### src/rtl/glitch_pkg.sv
// Shared types for the glitch burst generator: output modes and FSM state codes.
// State codes are plain constants so older tools and netlists see stable encodings.
package glitch_pkg;

  typedef enum logic [1:0] {
    GM_NONE   = 2'd0,
    GM_FAST   = 2'd1,
    GM_DROP   = 2'd2,
    GM_INVERT = 2'd3
  } glitch_mode_e;

  localparam logic [2:0] ST_IDLE   = 3'd0;
  localparam logic [2:0] ST_ARMED  = 3'd1;
  localparam logic [2:0] ST_DELAY  = 3'd2;
  localparam logic [2:0] ST_GLITCH = 3'd3;
  localparam logic [2:0] ST_GAP    = 3'd4;
  localparam logic [2:0] ST_DONE   = 3'd5;

endpackage

### src/rtl/glitch_clk_mux.sv
// Target clock output mux: clean clock unless a glitch window is open, then the mode's source.
// Purely combinational; kept as its own module so it can be placed and constrained by hand.
module glitch_clk_mux
  import glitch_pkg::*;
(
  input  logic         clk,
  input  logic         clean_target_clock,
  input  logic         window,
  input  glitch_mode_e mode,
  output logic         clk_o
);

  always_comb begin
    clk_o = clean_target_clock;
    if (window) begin
      case (mode)
        GM_FAST:   clk_o = clk;
        GM_DROP:   clk_o = 1'b0;
        GM_INVERT: clk_o = ~clean_target_clock;
        default:   clk_o = clean_target_clock;
      endcase
    end
  end

endmodule

### src/rtl/glitch_burst_gen.sv
// Armed-trigger glitch burst sequencer: delay, then N windows of programmable width and gap.
// All control is registered; only the output clock mux is combinational. abort/rst return to IDLE next cycle.
module glitch_burst_gen
  import glitch_pkg::*;
#(
  parameter int DELAY_W = 32,
  parameter int WIDTH_W = 8,
  parameter int COUNT_W = 8
) (
  input  logic               clk,
  input  logic               rst,
  input  logic               clean_target_clock,
  input  logic               cfg_load,
  input  logic [DELAY_W-1:0] cfg_delay,
  input  logic [WIDTH_W-1:0] cfg_width,
  input  logic [WIDTH_W-1:0] cfg_gap,
  input  logic [COUNT_W-1:0] cfg_count,
  input  logic [1:0]         cfg_mode,
  input  logic               arm,
  input  logic               abort,
  input  logic               trig,
  output logic               clk_o,
  output logic               armed,
  output logic               busy,
  output logic               done
);

  // One down-counter serves delay, window and gap phases, so it must hold the widest of them.
  localparam int CNT_W = (DELAY_W > WIDTH_W) ? DELAY_W : WIDTH_W;

  logic [DELAY_W-1:0] delay_q;
  logic [WIDTH_W-1:0] width_q;
  logic [WIDTH_W-1:0] gap_q;
  logic [COUNT_W-1:0] count_q;
  glitch_mode_e       mode_q;

  logic [2:0]         state_q, state_d;
  logic [CNT_W-1:0]   cnt_q, cnt_d;
  logic [COUNT_W-1:0] rem_q, rem_d;
  logic               window_q;

  logic [CNT_W-1:0]   width_m1;
  logic [CNT_W-1:0]   gap_m1;
  logic [CNT_W-1:0]   delay_m1;

  // Counter holds "cycles left after this one"; a zero width still yields a one-cycle window.
  assign width_m1 = (width_q == '0) ? '0 : CNT_W'(width_q - 1'b1);
  assign gap_m1   = CNT_W'(gap_q - 1'b1);
  assign delay_m1 = CNT_W'(delay_q - 1'b1);

  always_comb begin
    state_d = state_q;
    cnt_d   = cnt_q;
    rem_d   = rem_q;
    case (state_q)
      ST_IDLE: begin
        if (arm) state_d = ST_ARMED;
      end
      ST_ARMED: begin
        if (trig) begin
          rem_d = count_q;
          if (count_q == '0) begin
            state_d = ST_DONE;
          end else if (delay_q == '0) begin
            state_d = ST_GLITCH;
            cnt_d   = width_m1;
          end else begin
            state_d = ST_DELAY;
            cnt_d   = delay_m1;
          end
        end
      end
      ST_DELAY, ST_GAP: begin
        if (cnt_q == '0) begin
          state_d = ST_GLITCH;
          cnt_d   = width_m1;
        end else begin
          cnt_d = cnt_q - 1'b1;
        end
      end
      ST_GLITCH: begin
        if (cnt_q == '0) begin
          rem_d = rem_q - 1'b1;
          if (rem_q == COUNT_W'(1)) begin
            state_d = ST_DONE;
          end else if (gap_q == '0) begin
            cnt_d = width_m1;
          end else begin
            state_d = ST_GAP;
            cnt_d   = gap_m1;
          end
        end else begin
          cnt_d = cnt_q - 1'b1;
        end
      end
      ST_DONE: begin
        state_d = ST_IDLE;
      end
      default: begin
        state_d = ST_IDLE;
      end
    endcase
    if (abort) begin
      state_d = ST_IDLE;
      cnt_d   = '0;
    end
  end

  always_ff @(posedge clk) begin
    if (rst) begin
      state_q  <= ST_IDLE;
      cnt_q    <= '0;
      rem_q    <= '0;
      window_q <= 1'b0;
      delay_q  <= '0;
      width_q  <= WIDTH_W'(1);
      gap_q    <= '0;
      count_q  <= '0;
      mode_q   <= GM_NONE;
    end else begin
      state_q  <= state_d;
      cnt_q    <= cnt_d;
      rem_q    <= rem_d;
      window_q <= (state_d == ST_GLITCH);
      if (state_q == ST_IDLE && cfg_load && !abort) begin
        delay_q <= cfg_delay;
        width_q <= cfg_width;
        gap_q   <= cfg_gap;
        count_q <= cfg_count;
        mode_q  <= glitch_mode_e'(cfg_mode);
      end
    end
  end

  assign armed = (state_q == ST_ARMED);
  assign busy  = (state_q == ST_DELAY) || (state_q == ST_GLITCH) || (state_q == ST_GAP);
  assign done  = (state_q == ST_DONE);

  glitch_clk_mux u_clk_mux (
    .clk                (clk),
    .clean_target_clock (clean_target_clock),
    .window             (window_q),
    .mode               (mode_q),
    .clk_o              (clk_o)
  );

endmodule

### config.mk
export PLATFORM = sky130hd
export DESIGN_NAME = glitch_burst_gen
export DESIGN_NICKNAME = d
export VERILOG_FILES = /design/src/rtl/glitch_pkg.sv /design/src/rtl/glitch_clk_mux.sv /design/src/rtl/glitch_burst_gen.sv
export SDC_FILE = /design/constraint.sdc
export NUM_CORES = 1
export LEC_CHECK = 0
export ABC_CLOCK_PERIOD_IN_PS = 4300
export CAP_MARGIN = 20
export CORE_MARGIN = 10
export CORE_UTILIZATION = 57
export CTS_BUF_LIST = sky130_fd_sc_hd__clkbuf_4 sky130_fd_sc_hd__clkbuf_8 sky130_fd_sc_hd__clkbuf_16
export DETAILED_ROUTE_END_ITERATION = 16
export PLACE_DENSITY = 0.81
export SETUP_SLACK_MARGIN = 0.5
export SLEW_MARGIN = 20
export SYNTH_ARGS = -nofsm -noshare
export SYNTH_HDL_FRONTEND = slang
export SYNTH_SLANG_ARGS = --single-unit
### constraint.sdc
create_clock -name clk -period 4.3 [get_ports clk]
set_clock_uncertainty 0.1 [all_clocks]
set_input_delay 0.86 -clock clk [delete_from_list [all_inputs] [get_ports clk]]
set_output_delay 0.86 -clock clk [all_outputs]
set_load 0.02 [all_outputs]
==> reports/results.ini <==
[run_status]
status=finished, final reports clean

[critical_path]
worstSetupStartpointType=clock port
worst-path-max-fanout=2
crit_required_ns=3.34
ff2ff_setup_slack_ns=0.92
cp_top_family=buffers and inverters
crit_chain=clkbuf_8, clkbuf_8, o21ai_1, a21oi_1, buf_2
r2r-end=cnt_q[14]$_SDFFE_PP0P_
ff2ff_path_depth=7
worstSetupPathType=clk -> out
critPathCaptureType=primary output
path_buffers=3
rr_startpoint=cnt_q[14]$_SDFFE_PP0P_
cp_slowest_cell=buf_2
path_common_cell=clkbuf_8
arrival_ns=2.77

[cts]
clk_pin_slew_ns=0.11
cts_setup_buffers=0
cts_resized=5
hold_buffers=0
clk_latency_ns=0.50
cts_tree=done

[yosys]
ys_seq_frac=0.3394
yosys_cells=837
mux_share=0.003536
synth_area_um2=6016
synth_flops=102
top_cell=nand2_1
ff_type=dfxtp_1
topCellsByArea=dfxtp_1, nand2_1, a21oi_1
common_cells=nand2_1, a21oi_1, dfxtp_1, nor2_1, o21ai_0
synthArstFlopShare=0
yosysWarnings=0
ys_chip_area_um2=6016
edf_count=0
aoi_share=0.2423
syn_avg_cell_area_um2=7.187
simple_gate_share=0.2843
synthesis.nets=911
synth_top_cell_by_area=dfxtp_1
syn-instance-count=837
top_cell_area_share=0.3394
fa_ha_area_frac=0.01872
ys_types=59
ys_top_logic_family=simple AND/OR/NAND/NOR gates
yosys.area_share.xor_xnor=0.06697

[grt]
first_global_vias=5813
grt_max_degree=68
grt_pass1_wl_um=29100
grt.total_usage=0.2377
antenna_found_initial=0

[min_path]
hold_path_end=mode_q[1]$_SDFFE_PP0P_
hold_class=reg -> reg
min-delay-start=mode_q[1]$_SDFFE_PP0P_
hold_depth=2

[floorplan]
ios=69
die_area_um2=15060
die_h_um=122.7
fp_util=0.5827
dieWidth_um=122.7

[timing]
fin_tns_setup_ns=0
hold_slack_ns=0.3784
relSlewSlack=0.4759
slew_viol_final=0
setup_violations=0
hold_viol=0
rsz0062_at_grt=no

[power]
p_switching_uw=884.0
sw_frac_of_total=0.3541
power.group.top=registers
clockPowerShare=0.290
pg_seq_mw=1.02
leakage_nw=2.692
power.internal_mw=1.613
pwr-share-seq=0.410
comb_power_share=0.300
power_density_nw_per_um2=357.0
ir_drop_mv=0.3074
powerClk_uw=725

[detailed_routing]
drt_iter0_markers=594
viasPerCell=6.201
ant_nets=0
routed-via-count=6337
firstDrtPassIters=5
drc=0
routed_wl_um=17750
wl_per_cell_um=17.37

[placed_design]
dp_hpwl_um=12950
placed_cell_area_um2=6756
pre_cts_ws_ns=0.4601
finalWeightedCongestion=0.9455
io_buffers=68

[finish]
logic_area_um2=3707
layout_top_cell=nand2_1
sh_seq_area=0.2920
largest_registers=cnt_q x32, delay_q x32
clock_tree_area_fraction=0.03542
sequential_cell_total=102
layout_top_cells=nand2_1, a21oi_1, dfxtp_1, clkdlybuf4s50_1, nor2_1
clkbuf_count=13
nets=956
drive_gt1_frac=0.05643
antenna_cells=0
nFillCells=899
dominant_cells=multi-input combinational cells
comb-cell-share=0.5301
flop_area_um2=2042

[run]
cap_violations=0
openroad.warnings=33

## routing by layer
metal	track usage	routed length [um]
met1	0.3128	7680
met2	0.3718	8148
met5	0	0
met3	0.06382	1664
met4	0.07364	258
## worst max path at each step
stage | startpoint | endpoint | cells after the start
floorplan | clk | clk_o | 2
detailed placement | clk | clk_o | 3
finish | clk | clk_o | 5
global route | clk | clk_o | 5
CTS | clk | clk_o | 5
global placement | clk | clk_o | 3
## stage by stage
stage | instances | total power [mW]
finish | 1022 | 2.497
global placement | 1004 | 1.758
detailed placement | 1004 | 1.770
global route | 1022 | 2.617
CTS | 1022 | 2.481
floorplan | 837 | 1.543
## tightest hold or removal path: stages, from the launching register on
cell and delay, ns:
dfxtp_1 0.34, nand2_1 0.05, a21oi_1 0.05
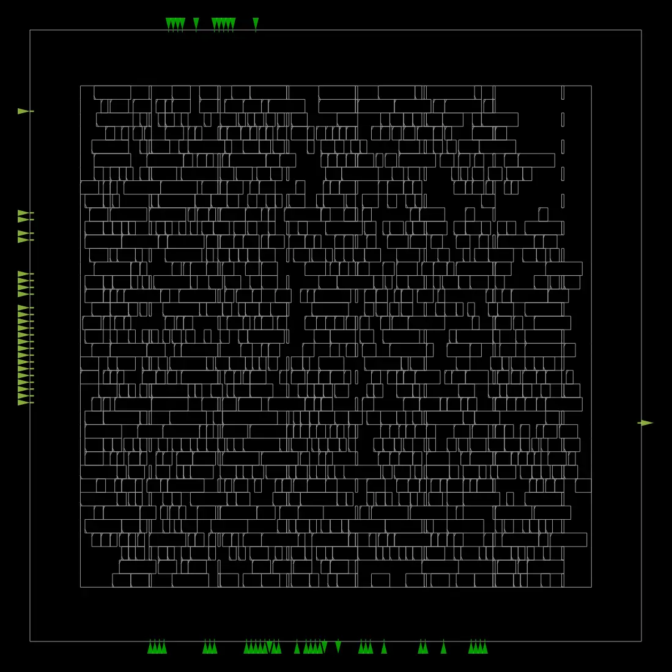
Fig. 1. Cell placement.
Core Rows: 37
Core ar.: 10320 um2
# Taps: 136
final core utilization: 0.6775

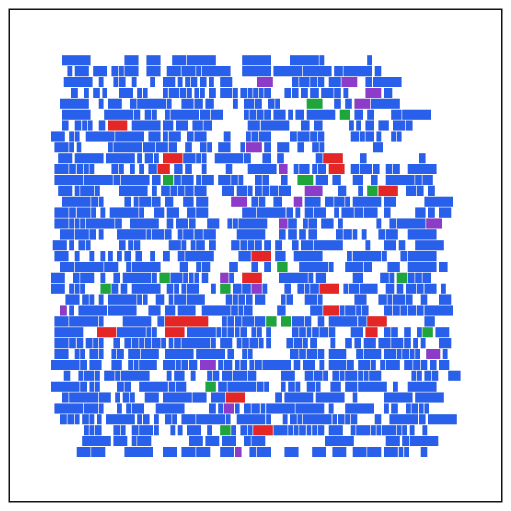
Fig. 2. Sizing map.
(4 px per um)
- blue: _0 and _1 cells (cells 836; share 94%; most used nand2_1)
- purple: _2 cells (cells 18; share 2.0%; most used o221a_2)
- green: _3 and _4 cells (cells 15; share 1.7%; most used buf_4)
- red: _6 and larger (cells 17; share 1.9%; most used clkbuf_8)
worst setup margin: 0.5741 ns
Signal buffers: 79
area grow syn2layout: 16.26%
final instance area: 6994 um2

No activity file was given, so power comes from the tool's default toggle rates.
